--- src/rtl/tag_pool_if.sv ---
// Tag manager bundle: allocation, completion reports, drain handshake and pool status.
// master = requester/completion/drain side, slave = tag_pool_mgr.
interface tag_pool_if #(
    parameter int unsigned TAG_W = 5,
    parameter int unsigned LEN_W = 11
);
    logic             alloc_req;
    logic             alloc_last;
    logic [LEN_W-1:0] alloc_len;
    logic             alloc_ack;
    logic [TAG_W-1:0] alloc_tag;
    logic             cpl_vld;
    logic [TAG_W-1:0] cpl_tag;
    logic [LEN_W-1:0] cpl_len;
    logic             rd_req;
    logic             rd_ack;
    logic [TAG_W-1:0] rd_tag;
    logic [LEN_W-1:0] rd_len;
    logic             rd_last;
    logic             rd_done;
    logic [TAG_W:0]   outstanding;
    logic             full;
    logic             empty;
    logic             err_cpl;

    modport master (
        output alloc_req, alloc_last, alloc_len, cpl_vld, cpl_tag, cpl_len, rd_ack, rd_done,
        input  alloc_ack, alloc_tag, rd_req, rd_tag, rd_len, rd_last, outstanding, full, empty,
               err_cpl
    );

    modport slave (
        input  alloc_req, alloc_last, alloc_len, cpl_vld, cpl_tag, cpl_len, rd_ack, rd_done,
        output alloc_ack, alloc_tag, rd_req, rd_tag, rd_len, rd_last, outstanding, full, empty,
               err_cpl
    );
endinterface

--- src/rtl/tag_pool_mgr.sv ---
// DMA read-tag manager: ring-order tag allocation, per-tag completion accumulation,
// and in-order release of completed tags to the RX drain.
module tag_pool_mgr #(
    parameter int unsigned TAG_W     = 5,
    parameter int unsigned LEN_W     = 11,
    parameter int unsigned MAX_OUTST = 32
) (
    input logic        clk,
    input logic        rst,
    tag_pool_if.slave  bus
);
    localparam int unsigned TAG_NUM = 2 ** TAG_W;
    localparam int unsigned CNT_W   = TAG_W + 1;

    typedef enum logic [1:0] {StIdle, StReq, StBusy} drain_st_e;

    logic [TAG_NUM-1:0] used_q;
    logic [TAG_NUM-1:0] done_q;
    logic [TAG_NUM-1:0] last_q;
    logic [LEN_W-1:0]   req_len_q [TAG_NUM];
    logic [LEN_W-1:0]   acc_len_q [TAG_NUM];

    logic [TAG_W-1:0] alloc_ptr_q;
    logic [TAG_W-1:0] head_ptr_q;
    logic [TAG_W-1:0] alloc_tag_q;
    logic             alloc_ack_q;
    logic [CNT_W-1:0] outst_q;
    logic [CNT_W-1:0] outst_d;
    logic             full_q;
    logic             empty_q;
    logic             err_cpl_q;

    drain_st_e        state_q;
    logic             rd_req_q;
    logic [TAG_W-1:0] rd_tag_q;
    logic [LEN_W-1:0] rd_len_q;
    logic             rd_last_q;

    logic             grant;
    logic             free;
    logic             cpl_ok;
    logic [LEN_W:0]   cpl_sum;

    always_comb begin
        // Back-to-back grants are suppressed so the requester can drop alloc_req after ack.
        grant   = bus.alloc_req && !full_q && !alloc_ack_q;
        free    = (state_q == StBusy) && bus.rd_done;
        cpl_sum = {1'b0, acc_len_q[bus.cpl_tag]} + {1'b0, bus.cpl_len};
        cpl_ok  = used_q[bus.cpl_tag] && !done_q[bus.cpl_tag]
                  && (cpl_sum <= {1'b0, req_len_q[bus.cpl_tag]});
        outst_d = outst_q;
        if (grant && !free) begin
            outst_d = outst_q + CNT_W'(1);
        end else if (free && !grant) begin
            outst_d = outst_q - CNT_W'(1);
        end
    end

    // Grant, completion and free never target the same tag in one cycle: the granted tag
    // is unused, and the freed tag is done so any completion to it is rejected.
    always_ff @(posedge clk) begin
        if (rst) begin
            used_q <= '0;
            done_q <= '0;
            last_q <= '0;
            for (int i = 0; i < TAG_NUM; i++) begin
                req_len_q[i] <= '0;
                acc_len_q[i] <= '0;
            end
        end else begin
            if (bus.cpl_vld && cpl_ok) begin
                acc_len_q[bus.cpl_tag] <= cpl_sum[LEN_W-1:0];
                if (cpl_sum == {1'b0, req_len_q[bus.cpl_tag]}) begin
                    done_q[bus.cpl_tag] <= 1'b1;
                end
            end
            if (free) begin
                used_q[rd_tag_q]    <= 1'b0;
                done_q[rd_tag_q]    <= 1'b0;
                acc_len_q[rd_tag_q] <= '0;
            end
            if (grant) begin
                used_q[alloc_ptr_q]    <= 1'b1;
                done_q[alloc_ptr_q]    <= (bus.alloc_len == '0);
                last_q[alloc_ptr_q]    <= bus.alloc_last;
                req_len_q[alloc_ptr_q] <= bus.alloc_len;
                acc_len_q[alloc_ptr_q] <= '0;
            end
        end
    end

    always_ff @(posedge clk) begin
        if (rst) begin
            alloc_ptr_q <= '0;
            alloc_tag_q <= '0;
            alloc_ack_q <= 1'b0;
            outst_q     <= '0;
            full_q      <= 1'b0;
            empty_q     <= 1'b1;
            err_cpl_q   <= 1'b0;
        end else begin
            alloc_ack_q <= grant;
            if (grant) begin
                alloc_tag_q <= alloc_ptr_q;
                alloc_ptr_q <= alloc_ptr_q + TAG_W'(1);
            end
            outst_q   <= outst_d;
            full_q    <= (outst_d == CNT_W'(MAX_OUTST));
            empty_q   <= (outst_d == '0);
            err_cpl_q <= bus.cpl_vld && !cpl_ok;
        end
    end

    always_ff @(posedge clk) begin
        if (rst) begin
            state_q    <= StIdle;
            head_ptr_q <= '0;
            rd_req_q   <= 1'b0;
            rd_tag_q   <= '0;
            rd_len_q   <= '0;
            rd_last_q  <= 1'b0;
        end else begin
            unique case (state_q)
                StIdle: begin
                    if (used_q[head_ptr_q] && done_q[head_ptr_q]) begin
                        state_q   <= StReq;
                        rd_req_q  <= 1'b1;
                        rd_tag_q  <= head_ptr_q;
                        rd_len_q  <= req_len_q[head_ptr_q];
                        rd_last_q <= last_q[head_ptr_q];
                    end
                end
                StReq: begin
                    if (bus.rd_ack) begin
                        state_q  <= StBusy;
                        rd_req_q <= 1'b0;
                    end
                end
                StBusy: begin
                    if (bus.rd_done) begin
                        state_q    <= StIdle;
                        head_ptr_q <= head_ptr_q + TAG_W'(1);
                    end
                end
                default: state_q <= StIdle;
            endcase
        end
    end

    assign bus.alloc_ack   = alloc_ack_q;
    assign bus.alloc_tag   = alloc_tag_q;
    assign bus.rd_req      = rd_req_q;
    assign bus.rd_tag      = rd_tag_q;
    assign bus.rd_len      = rd_len_q;
    assign bus.rd_last     = rd_last_q;
    assign bus.outstanding = outst_q;
    assign bus.full        = full_q;
    assign bus.empty       = empty_q;
    assign bus.err_cpl     = err_cpl_q;
endmodule

--- src/flat_wrapper.sv ---
// flat-port wrapper written by rule: the top's interface ports become plain ports
module tag_pool_mgr_flat 
#(
    parameter int unsigned TAG_W     = 5,
    parameter int unsigned LEN_W     = 11,
    parameter int unsigned MAX_OUTST = 32
)
  (clk, rst, bus_alloc_req, bus_alloc_last, bus_alloc_len, bus_cpl_vld, bus_cpl_tag, bus_cpl_len, bus_rd_ack, bus_rd_done, bus_alloc_ack, bus_alloc_tag, bus_rd_req, bus_rd_tag, bus_rd_len, bus_rd_last, bus_outstanding, bus_full, bus_empty, bus_err_cpl);
  tag_pool_if #(.TAG_W(TAG_W), .LEN_W(LEN_W)) bus_i ();
  input logic clk;
  input logic rst;
  input wire logic [$bits(bus_i.alloc_req)-1:0] bus_alloc_req;
  input wire logic [$bits(bus_i.alloc_last)-1:0] bus_alloc_last;
  input wire logic [$bits(bus_i.alloc_len)-1:0] bus_alloc_len;
  input wire logic [$bits(bus_i.cpl_vld)-1:0] bus_cpl_vld;
  input wire logic [$bits(bus_i.cpl_tag)-1:0] bus_cpl_tag;
  input wire logic [$bits(bus_i.cpl_len)-1:0] bus_cpl_len;
  input wire logic [$bits(bus_i.rd_ack)-1:0] bus_rd_ack;
  input wire logic [$bits(bus_i.rd_done)-1:0] bus_rd_done;
  output wire logic [$bits(bus_i.alloc_ack)-1:0] bus_alloc_ack;
  output wire logic [$bits(bus_i.alloc_tag)-1:0] bus_alloc_tag;
  output wire logic [$bits(bus_i.rd_req)-1:0] bus_rd_req;
  output wire logic [$bits(bus_i.rd_tag)-1:0] bus_rd_tag;
  output wire logic [$bits(bus_i.rd_len)-1:0] bus_rd_len;
  output wire logic [$bits(bus_i.rd_last)-1:0] bus_rd_last;
  output wire logic [$bits(bus_i.outstanding)-1:0] bus_outstanding;
  output wire logic [$bits(bus_i.full)-1:0] bus_full;
  output wire logic [$bits(bus_i.empty)-1:0] bus_empty;
  output wire logic [$bits(bus_i.err_cpl)-1:0] bus_err_cpl;
  assign bus_i.alloc_req = bus_alloc_req;
  assign bus_i.alloc_last = bus_alloc_last;
  assign bus_i.alloc_len = bus_alloc_len;
  assign bus_i.cpl_vld = bus_cpl_vld;
  assign bus_i.cpl_tag = bus_cpl_tag;
  assign bus_i.cpl_len = bus_cpl_len;
  assign bus_i.rd_ack = bus_rd_ack;
  assign bus_i.rd_done = bus_rd_done;
  assign bus_alloc_ack = bus_i.alloc_ack;
  assign bus_alloc_tag = bus_i.alloc_tag;
  assign bus_rd_req = bus_i.rd_req;
  assign bus_rd_tag = bus_i.rd_tag;
  assign bus_rd_len = bus_i.rd_len;
  assign bus_rd_last = bus_i.rd_last;
  assign bus_outstanding = bus_i.outstanding;
  assign bus_full = bus_i.full;
  assign bus_empty = bus_i.empty;
  assign bus_err_cpl = bus_i.err_cpl;
  tag_pool_mgr #(.TAG_W(TAG_W), .LEN_W(LEN_W), .MAX_OUTST(MAX_OUTST)) u_core (.clk(clk), .rst(rst), .bus(bus_i));
endmodule
--- config.mk ---
export PLATFORM = sky130hd
export DESIGN_NAME = tag_pool_mgr_flat
export DESIGN_NICKNAME = d
export VERILOG_FILES = /design/src/rtl/tag_pool_if.sv /design/src/rtl/tag_pool_mgr.sv /design/src/flat_wrapper.sv
export SDC_FILE = /design/constraint.sdc
export NUM_CORES = 2
export LEC_CHECK = 0
export CAP_MARGIN = 20
export CORE_MARGIN = 2
export CORE_UTILIZATION = 30
export DETAILED_ROUTE_END_ITERATION = 12
export SLEW_MARGIN = 20
export SYNTH_ARGS = -nofsm -noshare
export SYNTH_HDL_FRONTEND = slang
export SYNTH_SLANG_ARGS = --single-unit
--- constraint.sdc ---
create_clock -name clk -period 22 [get_ports clk]
set_input_delay 4.4 -clock clk [delete_from_list [all_inputs] [get_ports clk]]
set_output_delay 4.4 -clock clk [all_outputs]
set_load 0.01 [all_outputs]
==> ds_physical_params.txt <==
Physical implementation characteristics

Parameter                              Value

Floorplanning
  Die Outline Area .................. 149000 um2
  Floorplan Utilization .................. 30.2%
  Horizontal die dimension .................. around 390 um
  IO Count .................. about 67
  DIE HEIGHT .................. 386 um
  Placeable Area .................. 145000 um2

Worst setup path
  Register-to-register setup slack .................. 15.01 ns
  CP cell instances .................. clkdlybuf4s50_1, nand2_1, nor2_4, buf_4, a22oi_1, nand4_1, ha_1, a211oi_1, o211ai_1, nand2_1, xnor2_2, buf_4, ha_1, a2111oi_0, o21ai_0, o211ai_1, a31o_2, or4b_4, buf_6, nor3_2, mux2i_1
  Cell count along the critical path .................. 21
  Dominant delay contributor by cell family on the critical path .................. simple AND/OR/NAND/NOR gates
  Required time of the critical path .................. 22.62 ns
  Critical path data arrival time .................. 12.69 ns
  Maximum fanout along the worst path .................. roughly 100
  Worst path bufs/invs .................. 4
  Slowest Stage Delay on Critical Path .................. between 1 and 1.5 ns
  Worst setup path category .................. input port to flop
  Type of element launching the critical path .................. input port
  R2r worst-path depth .................. 18
  Critical path capture point type .................. flop
  Beginning of the critical path .................. bus_cpl_tag[4]
  Slowest cell on the critical path .................. sky130_fd_sc_hd__clkdlybuf4s50_1
  Crit Reg-Reg Startpoint .................. u_core.acc_len_q[23][1]
  Critical R2R Capture .................. u_core.acc_len_q[21][0]
  Last element of the critical path .................. u_core.acc_len_q[21][0]

Yosys
  Number of nets at floorplan .................. a little over 4000
  Post-synthesis share of cell area spent on and-or and or-and gates .................. 12.4%
  XOR/XNOR Area Share .................. 0.399%
  Yosys Instances .................. 4069
  Post-synth area hogs .................. sky130_fd_sc_hd__edfxtp_1, sky130_fd_sc_hd__dfxtp_1, sky130_fd_sc_hd__mux4_2
  Synth top cells by count .................. sky130_fd_sc_hd__dfxtp_1, sky130_fd_sc_hd__nand2_1, sky130_fd_sc_hd__clkbuf_1, sky130_fd_sc_hd__edfxtp_1, sky130_fd_sc_hd__a21oi_1
  Ys flop type .................. sky130_fd_sc_hd__dfxtp_1
  Cell taking the most area after synthesis .................. sky130_fd_sc_hd__edfxtp_1
  Distinct cell type count after synthesis .................. 63
  YS chip area .................. 43900 um2
  Top non-seq family .................. multiplexers
  Total of flip-flops plus latches after synthesis .................. roughly 850
  Synthesized area divided by synthesized cell count .................. around 11 um2
  Area fraction in full adders, half adders and majority gates .................. 0.873%
  Number of instances in the synthesized netlist .................. 4069
  Synth async-reset ratio .................. 0%
  Library cell with the highest instance count after synthesis .................. sky130_fd_sc_hd__dfxtp_1
  Largest type area fraction .................. 24.1%
  Mux share .................. 19.0%
  Cell area after technology mapping .................. 43900 um2
  Total number of yosys warnings .................. 0
  Share of the yosys chip area belonging to registers .................. between 40% and 50%
  Simple-gate share of the synthesized area .................. 15.9%

Clocking
  Postcts setup bufs .................. 0
  Clock-pin slew on the worst setup and hold paths .................. around 0.060 ns
  TritonCTS Buffers .................. around 90
  Insertion delay at the late pin of the worst-skew pair .................. between 0.7 and 0.8 ns
  Clock tree from TritonCTS .................. done
  Number of buffers between clock root and the deepest sink .................. 3
  Clock sink total .................. 845
  Number of H-tree levels .................. 3
  Root Buffer Master .................. sky130_fd_sc_hd__clkbuf_16
  Quantity of hold-fixing buffers added after cts .................. 0
  Number of gates resized after cts .................. 0

Power
  Clock share of power .................. 46.1%
  Maximum vdd drop .................. 0.0000540 V
  Largest Pwr Group .................. registers
  Power of the sequential group .................. roughly 0.0017 W
  Switching power share of the total .................. around 25%
  Leakage component of the power .................. 17.3 nW
  Proportion of power drawn by flip-flops and latches .................. 46.6%
  Power density over the cells .................. around 73 nW/um2
  Comb pwr .................. 0.000262 W
  Clk pwr .................. roughly 0.0017 W
  Logic pwr share .................. 7.3%
  Pint .................. 0.00270 W
  Total power after layout .................. 0.00359 W
  Power spent charging and discharging nets .................. 0.000886 W

Final timing
  Max Transition Viols Final .................. 0
  Worst-margin pin slew .................. between 1 and 1.5 ns
  Worst Setup Slack, final .................. 9.93 ns
  Unrepaired setup endpoints after global routing .................. no
  Hold Worst Slack .................. between 0.4 and 0.5 ns
  Final setup violation count .................. 0
  Cycle use final .................. 54.9%
  Clock Skew .................. 0.0360 ns
  FMAX .................. 82.8 MHz
  Time the worst path needs with I/O delays and setup .................. 12.07 ns
  Final Hold Vio Count .................. 0
  Setup TNS .................. 0 ns
  Max-slew headroom .................. 20.6%

Layout
  Fraction of final layout cells sized beyond drive strength 1 .................. around 17%
  Final design area excluding fillers .................. 49200 um2
  Non-filler instance count after layout .................. 5836
  Net count of the finished layout .................. 3907
  Top logic cells by instance count in the layout .................. sky130_fd_sc_hd__dfxtp_1, sky130_fd_sc_hd__nand2_1, sky130_fd_sc_hd__edfxtp_1
  Most used logic cell in the final layout .................. sky130_fd_sc_hd__dfxtp_1
  Layout Area Growth over Synthesis .................. 12.1%
  Final cell utilization of the core .................. between 30% and 40%

Min path
  Instance count along the most critical hold path .................. 2
  Hold_sp .................. u_core.acc_len_q[1][7]
  Hold Crit Endpoint .................. u_core.acc_len_q[1][7]
  Worst Hold Class .................. flop to flop

Global route
  Initial antenna violation count .................. 6
  GRT overflow .................. 0
  Met1 demand-to-capacity share in global routing .................. 27.8%
  First-pass GRT wire length .................. 229000 um
  Pin count of the biggest net entering global routing .................. 110
  Via count of the first global-routing pass .................. 33784

Place
  Port Buffer Count .................. 66
  Number of placed instances, taps included .................. between 5000 and 6000
  Placed wire-length estimate after detailed placement .................. 96300 um
  Worst slack, placed .................. 9.09 ns
  Placement Cell Area .................. 46000 um2
  Final Wtd Congestion .................. 0.969

Outcome
  Result of the run .................. complete, no violations

Routing
  Via count .................. between 30000 and 40000
  Highest signal layer in the routed design .................. met5
  WL met3 .................. about 15000 um
  Number of antenna-violating nets in the routed design .................. 0
  Drt pass-1 iters .................. 7
  Via density per instance .................. 6.04
  Drt total wl .................. 156000 um
  Routed metal-1 wirelength .................. 63300 um
  DRC violations left .................. 0
  Met2 WL .................. about 70000 um
  Initial detailed-routing violation count .................. ~5000

Job
  Total tool warning count .................. between 40 and 50
  MaxCap Viol Count .................. 0
sequential cells by signal, indices dropped and copies added (netlist names), 5 cells and up:
register                count
u_core.bus.outstanding      6
u_core.req_len_q          352
u_core.bus.rd_len          11
u_core.acc_len_q          352
u_core.used_q              32
u_core.done_q              32
u_core.head_ptr_q           5
u_core.bus.rd_tag           5
u_core.alloc_ptr_q          5
u_core.bus.alloc_tag        5
u_core.last_q              32
final cells by class:
cell class	count	area, um2
antenna	1	2.50
clock buffer	117	2520
clock inverter	50	623
fill	14442	96200
inverter	41	161
multi-input combinational	2692	21500
sequential	845	20400
tap	1917	2400
timing repair buffer	173	1510
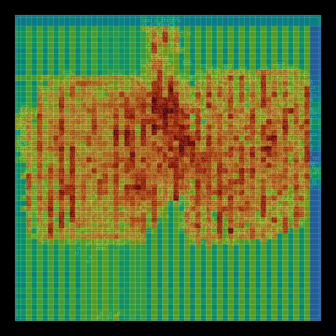
final_congestion.png
global routing's busiest layer: met2
global routing usage summed across all routing layers: 20.3%
GR Layer Usage met2: 31.0%
global routing met3 resource utilization: 4.26%
post-DR wirelength/cell: 26.7 um

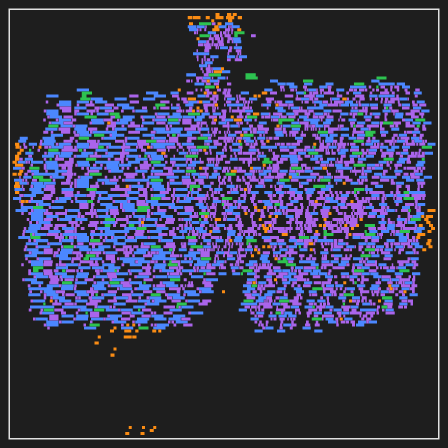
cell_classes.png
class	colour	cells
all other logic	purple	2733
flip-flops	blue	845
other buffers and delay cells	orange	173
clock drivers and dummy loads	green	167

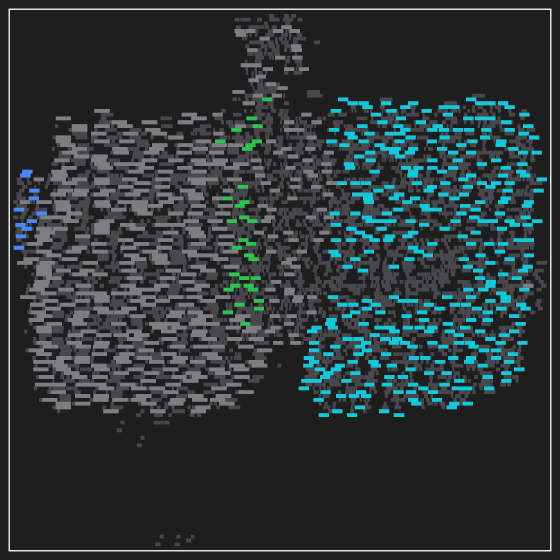
registers.png
Other sequential cells in the stronger grey, the rest of the logic in the fainter grey.
signal	colour	placed flops
u_core.acc_len_q	cyan	352
u_core.last_q	green	32
u_core.bus.rd_len	blue	11
not coloured	450

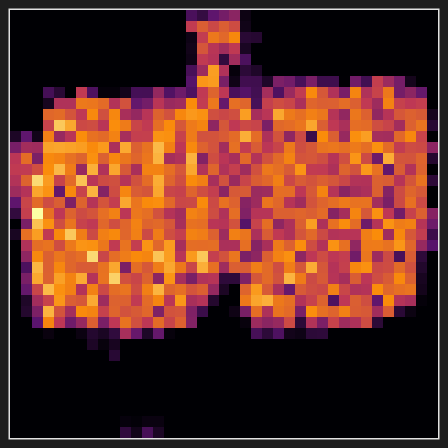
density.png
39 x 39 tiles, from black (low) to pale yellow (high), 0 to 100% covered.
tiles over 75% full	6.2%
fullest tile	100%
nearly empty tiles	42%
mean over tiles	31%
emptiest ninth of the die	lower right

Power figures rest on the tool's default switching activity, not on a simulated workload.
